Figure 1. Placed cells, one colour a class (run 1).
Scale bar: 20 um.
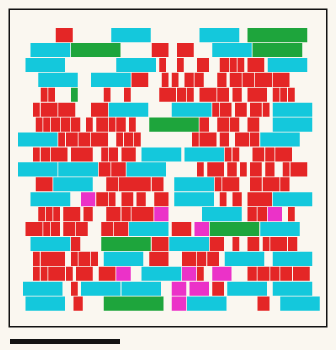
Figure 2. Routing congestion (run 1).
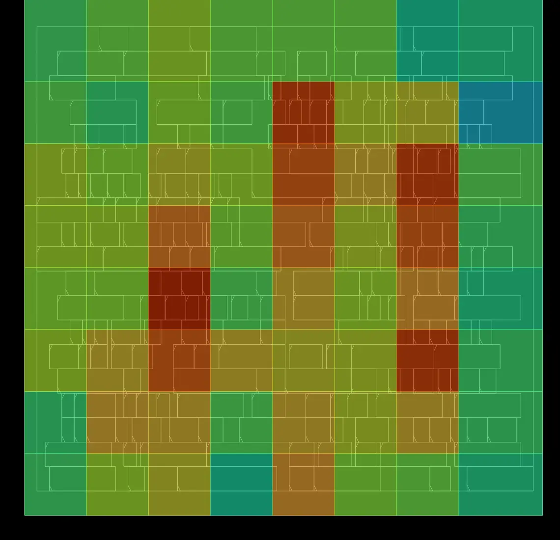
Figure 3. Nets reached from selected ports (run 1).
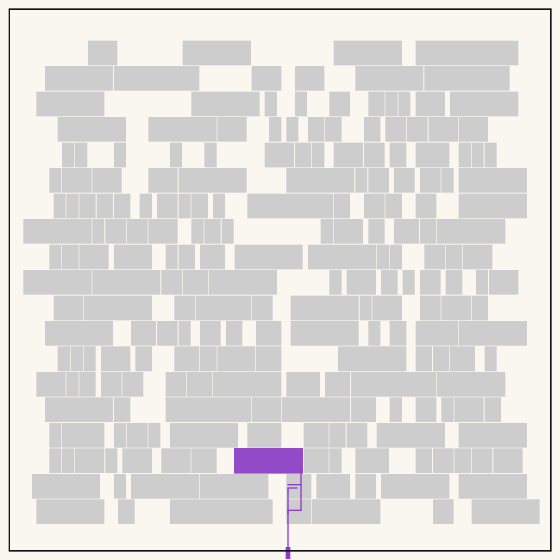
Figure 4. Cell sizes after repair (run 1).
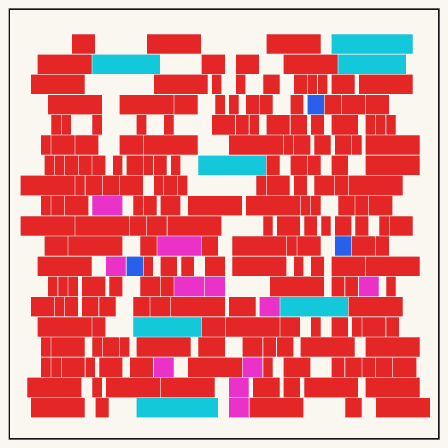
### src/rtl/rst_seq_pkg.sv
// -----------------------------------------------------------------------------
// rst_seq_pkg
// Shared definitions for the reset sequencer:
//   - default values of the three timing parameters
//   - FSM state type
//   - max3() helper used to size the shared state counter
// No ports (package).
// -----------------------------------------------------------------------------
package rst_seq_pkg;

    // 1 ms at 100 MHz.
    localparam int unsigned DEBOUNCE_CYCLES_DEF  = 100000;
    localparam int unsigned MEM_HOLD_CYCLES_DEF  = 16;
    localparam int unsigned CPU_DELAY_CYCLES_DEF = 16;

    typedef enum logic [1:0] {
        S_HOLD   = 2'd0,  // memories and CPU held in reset
        S_MEM_UP = 2'd1,  // memories released, CPU still held
        S_RUN    = 2'd2   // everything released
    } state_e;

    function automatic int unsigned max3(input int unsigned a,
                                         input int unsigned b,
                                         input int unsigned c);
        int unsigned m;
        m = (a > b) ? a : b;
        return (m > c) ? m : c;
    endfunction

endpackage

### src/rtl/btn_debounce.sv
// -----------------------------------------------------------------------------
// btn_debounce
// Two-flop synchronizer followed by a counting debouncer for one raw
// pushbutton. The accepted level only changes after the synchronized input
// has differed from it for DEBOUNCE_CYCLES consecutive cycles.
//
// Ports:
//   clk      in   system clock
//   reset    in   synchronous, active-high
//   btn_i    in   raw asynchronous button, active-high
//   level_o  out  debounced button level
//   rise_o   out  one-cycle pulse, coincident with level_o going 0 -> 1
// -----------------------------------------------------------------------------
module btn_debounce
    import rst_seq_pkg::*;
#(
    parameter int unsigned DEBOUNCE_CYCLES = DEBOUNCE_CYCLES_DEF
) (
    input  logic clk,
    input  logic reset,
    input  logic btn_i,
    output logic level_o,
    output logic rise_o
);

    localparam int unsigned    CNT_W    = $clog2(DEBOUNCE_CYCLES);
    localparam logic [CNT_W-1:0] CNT_LAST = CNT_W'(DEBOUNCE_CYCLES - 1);

    if (DEBOUNCE_CYCLES < 2) begin : g_param_check
        $error("btn_debounce: DEBOUNCE_CYCLES must be >= 2");
    end

    logic [1:0]       sync_q;
    logic             stable_q, stable_d;
    logic [CNT_W-1:0] cnt_q, cnt_d;
    logic             rise_q, rise_d;

    // NOTE: every variable assigned in always_comb gets a default on entry so
    // no path leaves it unassigned; otherwise synthesis infers a latch.
    always_comb begin
        stable_d = stable_q;
        cnt_d    = '0;
        rise_d   = 1'b0;
        if (sync_q[1] != stable_q) begin
            if (cnt_q == CNT_LAST) begin
                stable_d = sync_q[1];
                rise_d   = sync_q[1];
            end else begin
                cnt_d = cnt_q + CNT_W'(1);
            end
        end
    end

    // NOTE: sequential state uses non-blocking assignments so every flop
    // samples the pre-edge values regardless of statement order.
    always_ff @(posedge clk) begin
        if (reset) begin
            sync_q   <= '0;
            stable_q <= 1'b0;
            cnt_q    <= '0;
            rise_q   <= 1'b0;
        end else begin
            sync_q   <= {sync_q[0], btn_i};
            stable_q <= stable_d;
            cnt_q    <= cnt_d;
            rise_q   <= rise_d;
        end
    end

    assign level_o = stable_q;
    assign rise_o  = rise_q;

endmodule

### src/rtl/rst_seq_ctrl.sv
// -----------------------------------------------------------------------------
// rst_seq_ctrl
// Power-on / pushbutton reset sequencer. Holds memories and CPU in reset,
// releases memories after MEM_HOLD_CYCLES, then the CPU after a further
// CPU_DELAY_CYCLES. A debounced button press restarts the sequence and holds
// it in S_HOLD while the button stays pressed.
//
// Optional feature (macro RST_SEQ_STEP_MODE_EN): single-step mode. With the
// synced mode switch high, cpu_en in S_RUN only pulses for one cycle per
// debounced rising edge of the step button.
//
// Ports:
//   clk         in   system clock (PLL output)
//   reset       in   synchronous, active-high
//   btn_rst_i   in   raw reset pushbutton, active-high
//   btn_step_i  in   raw step pushbutton (RST_SEQ_STEP_MODE_EN only)
//   sw_step_i   in   step-mode switch     (RST_SEQ_STEP_MODE_EN only)
//   mem_rst     out  memory/peripheral reset, active-high
//   cpu_rst     out  CPU reset, active-high
//   cpu_en      out  CPU clock-enable
//   seq_busy    out  high whenever the FSM is not in S_RUN
// -----------------------------------------------------------------------------
module rst_seq_ctrl
    import rst_seq_pkg::*;
#(
    parameter int unsigned DEBOUNCE_CYCLES  = DEBOUNCE_CYCLES_DEF,
    parameter int unsigned MEM_HOLD_CYCLES  = MEM_HOLD_CYCLES_DEF,
    parameter int unsigned CPU_DELAY_CYCLES = CPU_DELAY_CYCLES_DEF
) (
    input  logic clk,
    input  logic reset,
    input  logic btn_rst_i,
`ifdef RST_SEQ_STEP_MODE_EN
    input  logic btn_step_i,
    input  logic sw_step_i,
`endif
    output logic mem_rst,
    output logic cpu_rst,
    output logic cpu_en,
    output logic seq_busy
);

    localparam int unsigned CNT_W =
        $clog2(max3(DEBOUNCE_CYCLES, MEM_HOLD_CYCLES, CPU_DELAY_CYCLES));
    localparam logic [CNT_W-1:0] MEM_LAST = CNT_W'(MEM_HOLD_CYCLES - 1);
    localparam logic [CNT_W-1:0] CPU_LAST = CNT_W'(CPU_DELAY_CYCLES - 1);

    if (DEBOUNCE_CYCLES < 2 || MEM_HOLD_CYCLES < 2 || CPU_DELAY_CYCLES < 2)
    begin : g_param_check
        $error("rst_seq_ctrl: all cycle parameters must be >= 2");
    end

    // ------------------------------------------------------------------
    // Button conditioning
    // ------------------------------------------------------------------
    logic btn_rst_level;
    logic btn_rst_rise_unused;

    btn_debounce #(
        .DEBOUNCE_CYCLES (DEBOUNCE_CYCLES)
    ) u_btn_rst (
        .clk     (clk),
        .reset   (reset),
        .btn_i   (btn_rst_i),
        .level_o (btn_rst_level),
        .rise_o  (btn_rst_rise_unused)
    );

`ifdef RST_SEQ_STEP_MODE_EN
    logic       step_rise;
    logic       step_level_unused;
    logic [1:0] sw_step_sync_q;

    btn_debounce #(
        .DEBOUNCE_CYCLES (DEBOUNCE_CYCLES)
    ) u_btn_step (
        .clk     (clk),
        .reset   (reset),
        .btn_i   (btn_step_i),
        .level_o (step_level_unused),
        .rise_o  (step_rise)
    );

    // The mode switch is a slide switch: synchronize only, no debounce.
    always_ff @(posedge clk) begin
        if (reset) begin
            sw_step_sync_q <= '0;
        end else begin
            sw_step_sync_q <= {sw_step_sync_q[0], sw_step_i};
        end
    end
`endif

    // ------------------------------------------------------------------
    // Sequencer FSM
    // ------------------------------------------------------------------
    state_e           state_q, state_d;
    logic [CNT_W-1:0] cnt_q, cnt_d;

    always_comb begin
        state_d = state_q;
        cnt_d   = cnt_q + CNT_W'(1);
        if (btn_rst_level) begin
            // Button wins over everything and pins the counter at zero, so
            // the hold time is measured from the debounced release.
            state_d = S_HOLD;
            cnt_d   = '0;
        end else begin
            case (state_q)
                S_HOLD: begin
                    if (cnt_q == MEM_LAST) begin
                        state_d = S_MEM_UP;
                        cnt_d   = '0;
                    end
                end
                S_MEM_UP: begin
                    if (cnt_q == CPU_LAST) begin
                        state_d = S_RUN;
                        cnt_d   = '0;
                    end
                end
                S_RUN: begin
                    cnt_d = '0;
                end
                default: begin
                    state_d = S_HOLD;
                    cnt_d   = '0;
                end
            endcase
        end
    end

    // ------------------------------------------------------------------
    // Registered outputs, decoded from the next state so each output
    // changes on the same edge that commits the state transition.
    // ------------------------------------------------------------------
    logic mem_rst_q, mem_rst_d;
    logic cpu_rst_q, cpu_rst_d;
    logic cpu_en_q,  cpu_en_d;
    logic busy_q,    busy_d;

    always_comb begin
        mem_rst_d = (state_d == S_HOLD);
        cpu_rst_d = (state_d != S_RUN);
        busy_d    = (state_d != S_RUN);
`ifdef RST_SEQ_STEP_MODE_EN
        // A step edge is a one-cycle pulse; one arriving outside S_RUN simply
        // expires, so nothing is queued.
        cpu_en_d  = (state_d == S_RUN) && (!sw_step_sync_q[1] || step_rise);
`else
        cpu_en_d  = (state_d == S_RUN);
`endif
    end

    always_ff @(posedge clk) begin
        if (reset) begin
            state_q   <= S_HOLD;
            cnt_q     <= '0;
            mem_rst_q <= 1'b1;
            cpu_rst_q <= 1'b1;
            cpu_en_q  <= 1'b0;
            busy_q    <= 1'b1;
        end else begin
            state_q   <= state_d;
            cnt_q     <= cnt_d;
            mem_rst_q <= mem_rst_d;
            cpu_rst_q <= cpu_rst_d;
            cpu_en_q  <= cpu_en_d;
            busy_q    <= busy_d;
        end
    end

    assign mem_rst  = mem_rst_q;
    assign cpu_rst  = cpu_rst_q;
    assign cpu_en   = cpu_en_q;
    assign seq_busy = busy_q;

endmodule

### config.mk
export PLATFORM = sky130hd
export DESIGN_NAME = rst_seq_ctrl
export DESIGN_NICKNAME = d
export VERILOG_FILES = /design/src/rtl/rst_seq_pkg.sv /design/src/rtl/btn_debounce.sv /design/src/rtl/rst_seq_ctrl.sv
export SDC_FILE = /design/constraint.sdc
export NUM_CORES = 1
export LEC_CHECK = 0
export CAP_MARGIN = 20
export CORE_UTILIZATION = 59
export CTS_BUF_LIST = sky130_fd_sc_hd__clkbuf_16
export DETAILED_ROUTE_END_ITERATION = 6
export PLACE_DENSITY = 0.78
export SKIP_LAST_GASP = 1
export SLEW_MARGIN = 25
export SYNTH_ARGS = -nofsm -noshare
export SYNTH_HDL_FRONTEND = slang
export SYNTH_SLANG_ARGS = --single-unit
### constraint.sdc
create_clock -name clk -period 2.2 [get_ports clk]
set_input_delay 0.44 -clock clk [delete_from_list [all_inputs] [get_ports clk]]
set_output_delay 0.44 -clock clk [all_outputs]
set_load 0.1 [all_outputs]
==> impl_results.rst, run 1 <==
Run summary
-----------

.. list-table::
   :header-rows: 1

   * - Metric
     - Value
   * - Vias per std cell
     - 5.80
   * - Antenna Cells
     - 0
   * - Static Leak
     - 0.674 nW
   * - P_comb
     - about 0.03 mW
   * - Final sum of negative setup slack
     - 0 ns
   * - R2R Setup Slk
     - 0.33 ns
   * - CP arrival
     - just over 2 ns
   * - Post-cts hold-fix buffer tally
     - 0
   * - Routed length on met1
     - 1480 um
   * - Routed vias
     - 1456
   * - Nets at Floorplan
     - roughly 210
   * - Worst-Skew Late Latency
     - roughly 0.28 ns
   * - Slew @ Worst Pin
     - roughly 0.43 ns
   * - Dominant logic cell type in the layout
     - sky130_fd_sc_hd__dfxtp_1
   * - Final RePlAce weighted congestion
     - 0.868
   * - Hold Crit Start
     - u_btn_rst.sync_q[0]
   * - Fraction of power consumed by sequential logic
     - 0.447
   * - Top Family by Delay on Critical Path
     - simple AND/OR/NAND/NOR gates
   * - Router iterations before antenna repair
     - 4
   * - Chip area from the yosys synthesis statistics
     - ~0.0018 mm^2
   * - Largest area contributor in the synthesized netlist
     - sky130_fd_sc_hd__dfxtp_1
   * - Prevailing post-synth register cell
     - sky130_fd_sc_hd__dfxtp_1
   * - Fraction of final layout cells with drive strength greater than 1
     - 0.0955
   * - Final setup violation count
     - 0
   * - Number of cells in the yosys synthesis report
     - a little over 200
   * - Post-synthesis cell count
     - around 210
   * - CP peak stage delay
     - between 0.5 and 0.6 ns
   * - Peak Freq
     - 535 MHz
   * - Total net switching power
     - 0.306 mW
   * - Utilization of the core after routing
     - 0.738
   * - Nets
     - between 200 and 250
   * - Area inside the core boundary
     - 0.00285 mm^2
   * - Tot GR Track Use
     - 0.222
   * - Kind of start point of the critical path
     - register
   * - Number of sinks driven by the clock tree
     - 42
   * - Placed standard-cell area
     - ~0.0019 mm^2
   * - Highest ir drop seen on vdd
     - approximately 0.71 mV
   * - X dimension of the die
     - 57.6 um
   * - FF+latch area
     - approximately 840 um^2
   * - TritonCTS clock tree
     - built
   * - Instance count after placement with tap cells included
     - about 240
   * - Highest-power group
     - the clock network
   * - WL per Instance
     - ~13 um
   * - Setup repair after global routing missed its margin
     - false
   * - Timing startpoint of the critical path
     - cnt_q[14]
   * - Endpoint kind of the worst setup timing path
     - register
   * - Launching point of the worst reg2reg path
     - cnt_q[14]
   * - Yosys synthesis warning count
     - 0
   * - Total length of routed met3 wires
     - about 110 um
   * - Maximum level of the CTS H-tree
     - 2
   * - Final Hold Slack
     - ~0.44 ns
   * - Sw Share
     - 0.176
   * - Clock transition at the registers of the reported paths
     - 0.06 ns
   * - Final slew viol count
     - 0
   * - Number of stages on the worst hold path
     - 1
   * - Number of DRC markers after the initial detailed-route iteration
     - 73
   * - Status
     - complete, no violations
   * - Critical path's slowest cell
     - sky130_fd_sc_hd__or4_4
   * - Number of global-route vias before repair
     - between 1000 and 1500
   * - Commonest non-fill, non-tap cells in the layout
     - sky130_fd_sc_hd__dfxtp_1, sky130_fd_sc_hd__nor2_1, sky130_fd_sc_hd__xnor2_1, sky130_fd_sc_hd__nand3_1, sky130_fd_sc_hd__nor3_1
   * - Relative slew slack
     - 0.714
   * - Post-detailed-placement half-perimeter wirelength
     - between 2000 and 2500 um
   * - Post-Synthesis Mean Instance Area
     - a little under 9 um^2
## Picture notes: Figure 1
| class | colour | cells | share of their area |
|---|---|---|---|
| remaining buffers and delay cells | magenta | 10 | 3.9% |
| sequential cells | cyan | 42 | 41% |
| remaining logic cells | red | 160 | 46% |
| clock drivers and dummy loads | green | 8 | 9.1% |
fraction of area in registers: 0.399
floorplan row count: 19
Final Instance Area: 0.00211 mm^2

## Picture notes: Figure 2
GR Util met2: 0.377
met1 layer usage reported by global route: 0.263
GR met3 Demand/Resource: 0.0737

## Picture notes: Figure 3
| port | colour | direction | end cells | buffers | wire |
|---|---|---|---|---|---|
| cpu_rst | purple | output | 1 | 1 | 14.7 um |
number of buffers inserted by port buffering: 6
top-level port count: 7

## Picture notes: Figure 4
| size | colour | cells | most used |
|---|---|---|---|
| x2 | blue | 3 | or2_2 |
| x1 and smaller | red | 199 | dfxtp_1 |
| x3 and x4 | magenta | 11 | buf_4 |
| x6 and larger | cyan | 7 | clkbuf_16 |
final setup slack of the worst path: 0.329 ns
P&R area growth vs syn: 15.4%
buffer count excluding the clock tree in the final layout: 10

run 1: flip-flops by register name, summed over array words and instances, names as in the netlist:
register,flops
cnt_q,17
cpu_en,1
mem_rst,1
seq_busy,1
state_q,2
u_btn_rst.cnt_q,17
u_btn_rst.level_o,1
u_btn_rst.sync_q,2
run 1: layout make-up:
class | instances | area share
Tap cell | 31 | 0.0184
Clock inverter | 3 | 0.0303
Timing Repair Buffer | 10 | 0.0380
Inverter | 5 | 0.00891
Sequential cell | 42 | 0.399
Clock buffer | 5 | 0.0594
Multi-Input combinational cell | 155 | 0.446
run 1: kinds of logic after synthesis:
group / synth area share
DFF: 0.461
buffers and inverters: 0.0254
AOI/OAI and AO/OA: 0.0672
xor gates and xnor gates: 0.134
and+or+nand+nor: 0.299
adders and majority gates: 0.0137
==> run 2, diff against run 1 <==
CORE_ASPECT_RATIO = 1.25   (was unset)
Figure 5. Signal metal coverage by tile (run 2).
Scale bar: 20 um. The die is cut into 10 by 13 equal tiles; dark purple is low, yellow is high, scaled to the fullest tile. Values are wire area over tile area, all layers added.
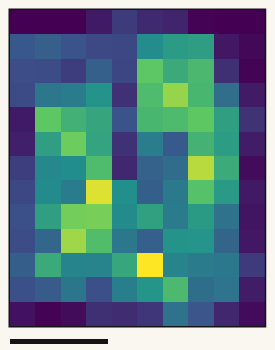
tiles over half the peak: 32%
nearly empty tiles: 6.2%
fullest tile: 0.42
routed vias: 1443
WL per Instance: 13.1 um
wire length after detailed routing: 3350 um

Figure 6. Placed cells, one colour a class (run 2).
Scale bar: 20 um.
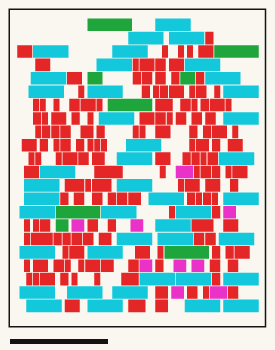
| class | colour | cells | share of their area |
|---|---|---|---|
| clock drivers and dummy loads | green | 8 | 7.4% |
| remaining logic cells | red | 160 | 47% |
| sequential cells | cyan | 42 | 42% |
| remaining buffers and delay cells | magenta | 9 | 3.6% |
area inside the core boundary: 0.00295 mm^2
utilization of the core after routing: 0.701
fraction of area in registers: 0.407

==> impl_results.rst, run 2 <==
Run summary
-----------

.. list-table::
   :header-rows: 1

   * - Metric
     - Value
   * - Status
     - complete, no violations
   * - X dimension of the die
     - 51.8 um (-10%)
   * - Critical path's slowest cell
     - sky130_fd_sc_hd__nor4_1
   * - Launching point of the worst reg2reg path
     - cnt_q[13]
   * - Number of cells in the yosys synthesis report
     - 207 (unchanged)
   * - Hold Crit Start
     - u_btn_rst.sync_q[0]
   * - Final sum of negative setup slack
     - 0 ns (unchanged)
   * - Tot GR Track Use
     - 0.242 (+0.0199)
   * - Non-clk invs
     - 5 (unchanged)
   * - Peak Freq
     - 537 MHz (+0.54%)
   * - Worst r2r dst
     - seq_busy
   * - Maximum level of the CTS H-tree
     - 2 (unchanged)
   * - P&R area growth vs syn
     - 13.2%
   * - Final RePlAce weighted congestion
     - 0.846 (-2.5%)
   * - CP peak stage delay
     - 0.69 ns (+0.14 ns)
   * - Number of sinks driven by the clock tree
     - 42 (unchanged)
   * - Most numerous cell in the Yosys netlist
     - sky130_fd_sc_hd__dfxtp_1
   * - Fraction of final layout cells with drive strength greater than 1
     - 0.0959 (+0.000436)
   * - Relative slew slack
     - 0.510 (-0.204)
   * - Final Instance Area
     - 0.00207 mm^2 (-1.9%)
   * - Maximum fanout along the worst path
     - 4
   * - Antenna Cells
     - 0 (unchanged)
   * - R2R Setup Slk
     - 0.34 ns (about the same)
   * - Number of DRC markers after the initial detailed-route iteration
     - 29 (-60%)
   * - Commonest non-fill, non-tap cells in the layout
     - sky130_fd_sc_hd__dfxtp_1, sky130_fd_sc_hd__nor2_1, sky130_fd_sc_hd__xnor2_1, sky130_fd_sc_hd__nand3_1, sky130_fd_sc_hd__nor3_1
   * - Number of stages on the worst hold path
     - 1 (unchanged)
   * - Final slew viol count
     - 0 (unchanged)
   * - Proportion of final cell area spent on non-clock buffers
     - 0.0351 (-0.00290)
   * - Clock network contribution to total cell area
     - 0.0727 (-0.0170)
   * - Root cell of the clock tree
     - sky130_fd_sc_hd__clkbuf_16
   * - Fraction of power consumed by sequential logic
     - 0.503 (+0.056)
   * - Dominant kind of cell
     - logic gates
   * - Nets at Floorplan
     - 212 (unchanged)
   * - Buffer count excluding the clock tree in the final layout
     - 9 (-1)
   * - Top-level port count
     - 7 (unchanged)
   * - Floorplan row count
     - 22 (+3)
   * - Final-layout fill cell count
     - between 200 and 250
   * - Worst-Skew Late Latency
     - 0.29 ns (about the same)
   * - Post-cts hold-fix buffer tally
     - 0 (unchanged)
   * - Slew @ Worst Pin
     - 0.728 ns (+0.301 ns)
   * - CP arrival
     - 2.00 ns (-0.02 ns)
   * - Total net switching power
     - 0.333 mW (+8.9%)
   * - Highest-power group
     - sequential cells
   * - Prevailing post-synth register cell
     - sky130_fd_sc_hd__dfxtp_1
   * - Post-detailed-placement half-perimeter wirelength
     - 2400 um (+4.2%)
   * - Post-Synthesis Mean Instance Area
     - 8.82 um^2 (unchanged)
   * - P_comb
     - 0.0297 mW (-3%)
   * - FFs & Latches
     - 42 (unchanged)
   * - Number of buffers inserted by port buffering
     - 6 (unchanged)
   * - Placed standard-cell area
     - 0.00192 mm^2 (about the same)
   * - Yosys synthesis warning count
     - 0 (unchanged)
   * - Largest registers
     - cnt_q (17), u_btn_rst.cnt_q (17)
   * - Router iterations before antenna repair
     - 4 (unchanged)
   * - FF+latch count, synth
     - between 40 and 50
   * - TritonCTS clock tree
     - built
   * - Data required time at the worst endpoint
     - about 2.3 ns
   * - Chip area from the yosys synthesis statistics
     - 0.00183 mm^2 (unchanged)
   * - Post-synthesis cell count
     - 207 (unchanged)
   * - Dominant logic cell type in the layout
     - sky130_fd_sc_hd__dfxtp_1
   * - Largest area contributor in the synthesized netlist
     - sky130_fd_sc_hd__dfxtp_1
   * - Final setup slack of the worst path
     - 0.339 ns (+0.00999 ns)
   * - FF+latch area
     - 841 um^2 (unchanged)
   * - Setup repair after global routing missed its margin
     - false
   * - Highest ir drop seen on vdd
     - 0.687 mV (-3.5%)
   * - Multi-Input Combinational
     - 155 (unchanged)
   * - Cell-internal power
     - roughly 1.2 mW
   * - Top Family by Delay on Critical Path
     - simple AND/OR/NAND/NOR gates
   * - Tally of clock buffers in the finished layout
     - 5 (unchanged)
   * - Clock transition at the registers of the reported paths
     - 0.06 ns (about the same)
==> run 2: cell counts after synthesis <==
No cell type changed its count.
==> run 2: kinds of logic (layout without fill, tap and decap cells) <==
family	Yosys count	after routing	share of synthesized area
fa+ha+maj	2	2	0.0137
flops	42	42	0.461
buf+inv	10	22	0.0254
simple gates	108	108	0.299
xor+xnor	28	28	0.134
compound gates	17	17	0.0672
==> run 2: layer usage <==
layer  GRT usage  vias up  part of all wire
met3      0.0690        6             0.023
met5           0        -                 0
li1            -      738                 -
met1       0.237      686              0.40
met2       0.453       13              0.56
met4       0.105        0             0.016
==> run 2: stage by stage <==
stage / hold WS (ns) / instances
after floorplan: 0.414 / 207
after global placement: 0.423 / 247
after detailed placement: 0.433 / 247
after CTS: 0.448 / 255
after global routing: 0.470 / 255
final: 0.443 / 255
Power is estimated from default activity; no workload was simulated.
